--- src/rtl/systolic_drain.sv ---
// Output-side collector for the weight-stationary systolic array: removes the
// per-column skew and buffers aligned result vectors in a show-ahead FIFO.
module systolic_drain #(
  parameter int N      = 4,
  parameter int DATA_W = 32,
  parameter int DEPTH  = 8
) (
  input  logic                         clk,
  input  logic                         reset,
  input  logic                         in_valid,
  input  logic [N-1:0][DATA_W-1:0]     col_in,
  output logic                         stall_req,
  output logic                         out_valid,
  input  logic                         out_ready,
  output logic [N-1:0][DATA_W-1:0]     out_data,
  output logic [$clog2(DEPTH):0]       count,
  output logic                         ovf,
  input  logic                         clear_ovf
);

  localparam int AW = $clog2(DEPTH);
  localparam int LW = AW + 2;

  logic [N-2:0]                vpipe_q;
  logic [N-1:0][DATA_W-1:0]    aligned;
  logic [N-1:0][DATA_W-1:0]    mem_q [DEPTH];
  logic [AW:0]                 wr_ptr_q, wr_ptr_d, rd_ptr_q, rd_ptr_d;
  logic                        out_valid_q, out_valid_d;
  logic [N-1:0][DATA_W-1:0]    out_data_q, out_data_d;
  logic                        ovf_q, ovf_d;
  logic                        wr, full, pop, push, drop;
  logic [LW-1:0]               inflight, level;

  // Column c arrives c cycles late, so it needs N-1-c stages to line up.
  for (genvar c = 0; c < N - 1; c++) begin : g_skew
    logic [DATA_W-1:0] sh_q [N-1-c];
    always_ff @(posedge clk) begin
      sh_q[0] <= col_in[c];
      for (int k = 1; k < N - 1 - c; k++) sh_q[k] <= sh_q[k-1];
    end
    assign aligned[c] = sh_q[N-2-c];
  end
  assign aligned[N-1] = col_in[N-1];

  always_ff @(posedge clk or posedge reset) begin
    if (reset) begin
      vpipe_q <= '0;
    end else begin
      vpipe_q[0] <= in_valid;
      for (int i = 1; i < N - 1; i++) vpipe_q[i] <= vpipe_q[i-1];
    end
  end

  assign wr    = vpipe_q[N-2];
  assign count = wr_ptr_q - rd_ptr_q;
  assign full  = (count == (AW+1)'(DEPTH));
  assign pop   = out_valid_q && out_ready;
  assign push  = wr && (!full || pop);
  assign drop  = wr && full && !pop;

  // The head register is loaded from the post-edge head; a push into an
  // otherwise-empty FIFO is forwarded straight from the deskew outputs.
  always_comb begin
    wr_ptr_d    = wr_ptr_q + {{AW{1'b0}}, push};
    rd_ptr_d    = rd_ptr_q + {{AW{1'b0}}, pop};
    out_valid_d = (wr_ptr_d != rd_ptr_d);
    if (push && (wr_ptr_q[AW-1:0] == rd_ptr_d[AW-1:0]))
      out_data_d = aligned;
    else
      out_data_d = mem_q[rd_ptr_d[AW-1:0]];
    ovf_d = ovf_q;
    if (clear_ovf) ovf_d = 1'b0;
    if (drop)      ovf_d = 1'b1;
  end

  always_ff @(posedge clk) begin
    if (push) mem_q[wr_ptr_q[AW-1:0]] <= aligned;
  end

  always_ff @(posedge clk or posedge reset) begin
    if (reset) begin
      wr_ptr_q    <= '0;
      rd_ptr_q    <= '0;
      out_valid_q <= 1'b0;
      out_data_q  <= '0;
      ovf_q       <= 1'b0;
    end else begin
      wr_ptr_q    <= wr_ptr_d;
      rd_ptr_q    <= rd_ptr_d;
      out_valid_q <= out_valid_d;
      out_data_q  <= out_data_d;
      ovf_q       <= ovf_d;
    end
  end

  // Vectors still in the valid pipeline will land in the FIFO regardless.
  always_comb begin
    inflight = '0;
    for (int i = 0; i < N - 1; i++) inflight = inflight + LW'(vpipe_q[i]);
    level     = LW'(count) + inflight;
    stall_req = (level >= LW'(DEPTH - 1));
  end

  assign out_valid = out_valid_q;
  assign out_data  = out_data_q;
  assign ovf       = ovf_q;

endmodule

--- config.mk ---
export PLATFORM = sky130hd
export DESIGN_NAME = systolic_drain
export DESIGN_NICKNAME = d
export VERILOG_FILES = /design/src/rtl/systolic_drain.sv
export SDC_FILE = /design/constraint.sdc
export NUM_CORES = 1
export LEC_CHECK = 0
export CORE_MARGIN = 4
export CORE_UTILIZATION = 50
export CTS_CLUSTER_DIAMETER = 150
export DETAILED_ROUTE_END_ITERATION = 10
export PLACE_DENSITY = 0.69
export SLEW_MARGIN = 40
export SYNTH_ARGS = -nofsm -noshare
export SYNTH_HDL_FRONTEND = slang
export SYNTH_SLANG_ARGS = --single-unit
--- constraint.sdc ---
create_clock -name clk -period 12.7 [get_ports clk]
set_input_delay 3.175 -clock clk [delete_from_list [all_inputs] [get_ports clk]]
set_output_delay 3.175 -clock clk [all_outputs]
set_load 0.1 [all_outputs]
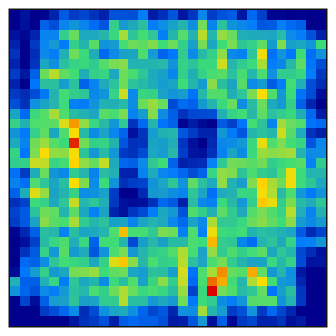
**Above:** signal metal coverage by tile.
The die is cut into 32 by 32 equal tiles; dark blue is low, red is high, scaled to the fullest tile. Values are wire area over tile area, all layers added.
nearly empty tiles: 5.1%
tiles over half the peak: 22%
emptiest ninth of the die: center
mean over tiles: 0.15
vias: 20800
total length of routed wires: 94.3 mm

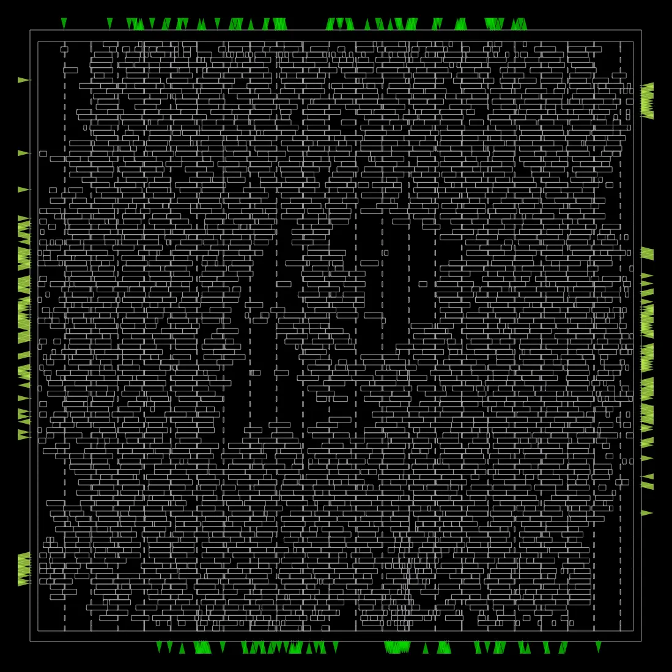
**Above:** cell outlines without signal wires.
std cell rows: 113
final std cells w/o fill: 3766
Core Region: 95400 um2
number of tap instances: 1265

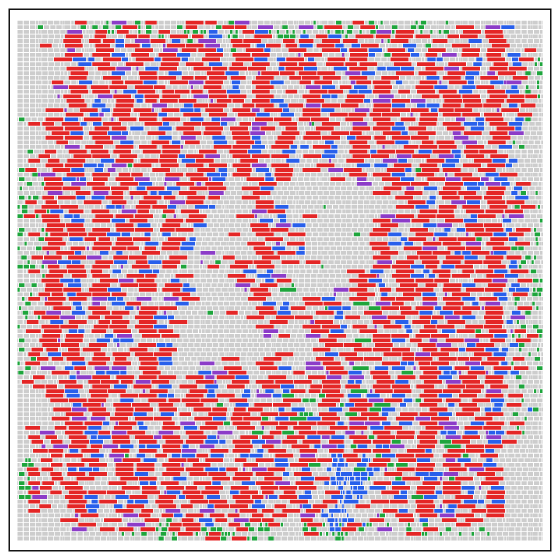
**Above:** cell classes on the final placement.
Fill, decap, tap and diode cells in gray.
| class | color | cells |
|---|---|---|
| remaining logic cells | blue | 584 |
| remaining buffers and delay cells | green | 307 |
| clock drivers and dummy loads | purple | 249 |
| registers | red | 1357 |
final non-filler cell area: 56400 um2
Util after Layout: 59.1%
register fraction of the total cell area: 67.5%

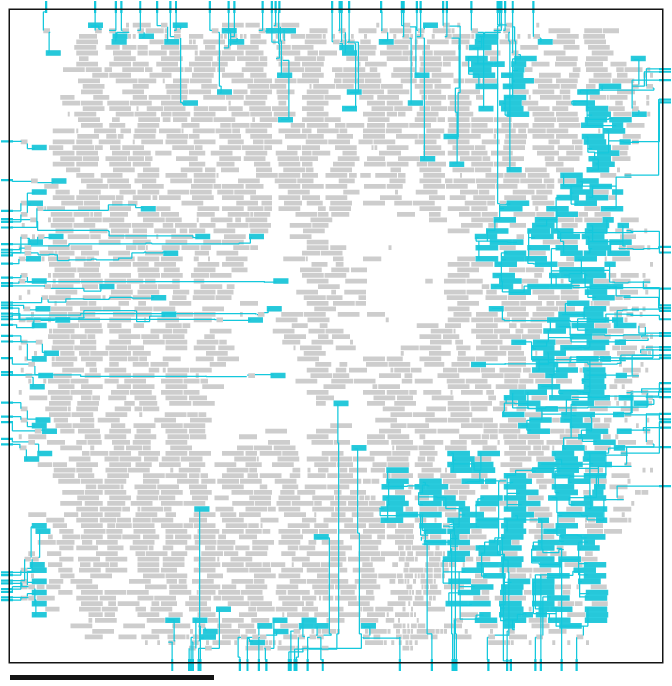
**Above:** nets reached from selected ports.
The bar under the picture is 100 um long.
| port | color | direction | edge | end cells | wire |
|---|---|---|---|---|---|
| `col_in` | cyan | input | 39 left, 33 top, 28 right, 28 bottom | 384 | 7670 um |
quantity of I/O buffers inserted on ports: 267
top-level I/O count: 268

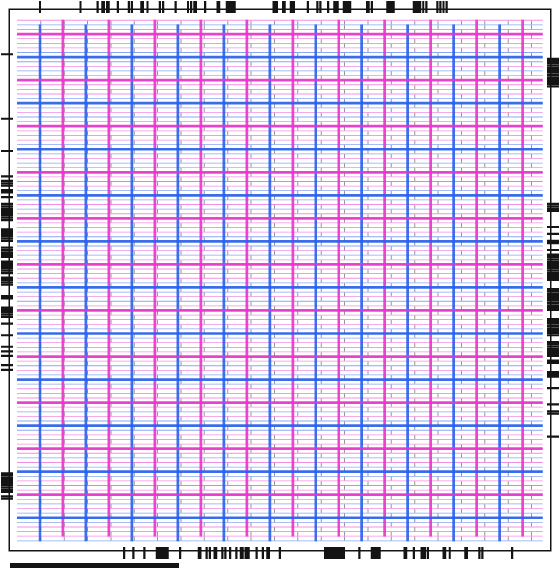
**Above:** supply network.
The bar under the picture is 100 um long. Pins as bars on the die edge. Tap cells in gray.
| net | color |
|---|---|
| VSS | blue |
| VDD | magenta |
rows: 113
signal pins: 268
met1 rails: 114
tap cells: 1265
met4 straps: 22
Die Y-Extent: 319 um
Die Width: 319 um

==> impl_summary.log <==
[flow] final metrics
[metrics] number of nets at floorplan: ~2200
[metrics] aggregate global-route resource usage: 18.8%
[metrics] Post-Place Worst Slack: between 4 and 5 ns
[metrics] Resized Gates After CTS: 0
[metrics] number of remaining DRC errors: 0
[metrics] kind of start point of the critical path: input pin
[metrics] vias per cell: 5.53
[metrics] maximum number of pins on one net before global-route repair: 83
[metrics] Least-Margin Pin Slew: 0.861 ns
[metrics] post-synthesis to final-layout area growth: 16.8%
[metrics] cell count of the worst reg-to-reg path: 10
[metrics] clk root buf: sky130_fd_sc_hd__clkbuf_16
[metrics] crit path DAT: about 7.6 ns
[metrics] TritonCTS clock tree: done
[metrics] CTS Hold Bufs: 0
[metrics] insertion delay of the later-clocked pin in the worst-skew pair: roughly 0.72 ns
[metrics] Gate Count Post-Synth: 2028
[metrics] setup repair after global routing missed its margin: no
[metrics] sequential standard cell area: 38100 um2
[metrics] run status: complete, no violations
[metrics] delay of the slowest critical-path stage: 0.70 ns
[metrics] initial cell density of the core: 50.6%
[metrics] Clock Skews: between 0.02 and 0.025 ns
[metrics] Crit Path Category: in -> reg
[metrics] post-synthesis chip area from yosys: about 48000 um2
[metrics] number of buffers added for setup after CTS: 0
[metrics] post-detail-place hpwl: 49.7 mm
[metrics] placed cell area: 52100 um2
[metrics] final setup margin: between 5 and 6 ns
[metrics] register area share after synthesis: 78.9%
[metrics] routability cong.: roughly 0.70
[metrics] WL/cell: 25.1 um
[metrics] Syn Std Cell Area: between 40000 and 50000 um2
[metrics] Total Nets Final: 2530
[metrics] remaining global-route overflow: 0
[metrics] global-route layer with the greatest usage: met2
[metrics] Syn. warnings: 0
[metrics] Bufs on Longest Clock Path: 3
[metrics] time the worst path needs with I/O delays and setup: between 6 and 7 ns
[metrics] Final Slew Violations: 0
[metrics] share of flip-flops with an asynchronous set or reset after synthesis: 10.4%
[metrics] Worst Hold Launch: g_skew[0].sh_q[0][1]$_DFF_P_
[metrics] CTS sink count: 1357
[metrics] combinational cell area excluding buffers and inverters: around 9700 um2
[metrics] Fmax achieved: 0.143 GHz
[metrics] Worst Setup SP: out_ready
[metrics] count of cell types in the netlist: 34
[metrics] 1st-pass router iterations: 5
[metrics] main flop type: sky130_fd_sc_hd__edfxtp_1
[metrics] headroom to the max-slew limit: 42.6%
[metrics] Critical Path End Type: flip-flop
[metrics] Yosys reg bits: 1357
[metrics] Hold Path Sink: g_skew[0].sh_q[0][33]$_DFF_P_
[metrics] Total Neg Setup Slack: 0 ns
[metrics] remaining antenna violation count after routing: 0
[metrics] clock-pin slew on the worst setup and hold paths: approximately 0.06 ns
[metrics] critical path, cell by cell: clkdlybuf4s50_1, and2_1, ha_4, ha_4, xor2_4, xor2_1, nor3_1, o211a_4, buf_12, buf_4, buf_4, mux2_4
[metrics] share of post-route cells with drive strength above 1: 36.0%
[metrics] count of library flops with an enable pin: 1024
[metrics] global-route wire length before repair: 143 mm
[metrics] number of levels the H-tree was split into: 4
[metrics] number of cells traversed by the worst hold path: 0
[metrics] final cycle utilization of the critical path: between 50% and 60%
[metrics] CP required: 13.28 ns
[metrics] number of cells in the design after placement: 3510
[metrics] via count of the first global-routing pass: 22700
[metrics] met2 layer usage reported by global route: 31.4%
[metrics] detailed router's first-iteration violation count: 1611
[metrics] number of setup violations in the final report: 0
[metrics] final hold violations: 0
[metrics] end of the worst register-to-register path: out_data[83]$_DFF_PP0_
[metrics] fraction of met3 tracks used by global routing: 4.04%
[metrics] worst-path fanout max: 31
[metrics] worst hold margin: between 0.3 and 0.4 ns
[metrics] critical path capture point: out_data[83]$_DFF_PP0_
[metrics] count of warning messages emitted by the tools: 27
[metrics] fill cell count: 6720
[metrics] startpoint of the most critical register-to-register path: out_valid$_DFF_PP0_
[metrics] number of antenna violations at the first check in global routing: 7
[metrics] number of buffers created by CTS: 135
[metrics] cell with the largest stage delay on the worst path: sky130_fd_sc_hd__buf_4
[metrics] die footprint: ~100000 um2
[metrics] max-capacitance violation count: 0
[metrics] ys cells: between 2000 and 2500
[metrics] GR Layer Usage met1: 25.3%
[metrics] class of the tightest hold or removal check: reg -> reg
[metrics] Mean Syn Cell Area: 23.8 um2
-- cell usage after synthesis, types with 2 or more instances --
library cell / number / area share [%]
sky130_fd_sc_hd__inv_1: 12 / 0.093
sky130_fd_sc_hd__dfrtp_1: 141 / 7.3
sky130_fd_sc_hd__nor3_1: 4 / 0.041
sky130_fd_sc_hd__buf_1: 3 / 0.023
sky130_fd_sc_hd__fa_1: 3 / 0.12
sky130_fd_sc_hd__ha_1: 9 / 0.23
sky130_fd_sc_hd__clkbuf_1: 46 / 0.36
sky130_fd_sc_hd__buf_6: 3 / 0.070
sky130_fd_sc_hd__dfxtp_1: 192 / 8.0
sky130_fd_sc_hd__xnor2_1: 3 / 0.054
sky130_fd_sc_hd__xor2_1: 11 / 0.20
sky130_fd_sc_hd__buf_2: 24 / 0.25
sky130_fd_sc_hd__mux4_2: 256 / 12
sky130_fd_sc_hd__mux2_4: 120 / 3.7
sky130_fd_sc_hd__o211ai_1: 2 / 0.031
sky130_fd_sc_hd__buf_12: 11 / 0.46
sky130_fd_sc_hd__a21oi_1: 2 / 0.021
sky130_fd_sc_hd__nor2_1: 9 / 0.070
sky130_fd_sc_hd__mux2_2: 136 / 3.2
sky130_fd_sc_hd__nand3_1: 2 / 0.021
sky130_fd_sc_hd__nand2_1: 3 / 0.023
sky130_fd_sc_hd__edfxtp_1: 1024 / 64
-- cell usage in the layout (no fill, tap or decap), drive strengths merged, types with 4 or more instances in the layout --
| master | synthesis | final |
|---|---|---|
| mux2 | 256 | 256 |
| clkbuf | 46 | 194 |
| dfrtp | 141 | 141 |
| clkinv | 0 | 39 |
| nor2 | 9 | 9 |
| nor3 | 4 | 4 |
| edfxtp | 1024 | 1024 |
| clkdlybuf4s50 | 0 | 132 |
| xor2 | 11 | 11 |
| bufinv | 0 | 6 |
| dfxtp | 192 | 192 |
| buf | 41 | 175 |
| diode | 0 | 4 |
| mux4 | 256 | 256 |
| ha | 9 | 9 |
| inv | 12 | 19 |
-- state kept, by name (all words and copies together) (netlist names) --
register / count
out_valid: 1
mem_q: 1024
vpipe_q: 3
out_data: 128
rd_ptr_q: 4
wr_ptr_q: 4
ovf: 1
g_skew.sh_q: 192
-- routing by layer --
metal / vias up / wire, um
met5: - / 0
met4: 0 / 2090
met3: 149 / 5650
met2: 607 / 47600
met1: 11100 / 39000
li1: 8994 / -
-- critical path: cells and delay by family --
| family | cells | cell delay [ns] |
|---|---|---|
| xor gates and xnor gates | 2 | 0.76 |
| muxes | 1 | 0.35 |
| adders and majority gates | 2 | 0.31 |
| AOI/OAI and AO/OA | 1 | 0.47 |
| and+or+nand+nor | 2 | 0.47 |
| buffers and inverters | 4 | 1.92 |
-- logic make-up after synthesis --
family	share of synthesized area [%]
XOR/XNOR	0.254
AND/OR/NAND/NOR	0.262
multiplexers	18.9
buffers and inverters	1.25
adder cells (fa/ha/maj)	0.357
AND-OR/OR-AND	0.135
flip-flops	78.9
-- layout make-up --
type	instances	share of cell area (%)
diodes	4	0.0177
clock buffers	194	6.78
clock inverters	55	0.884
inverters	12	0.0887
multi-input cells	572	17.2
flip-flops and latches	1357	67.5
well taps	1265	2.80
repair buffers	307	4.70
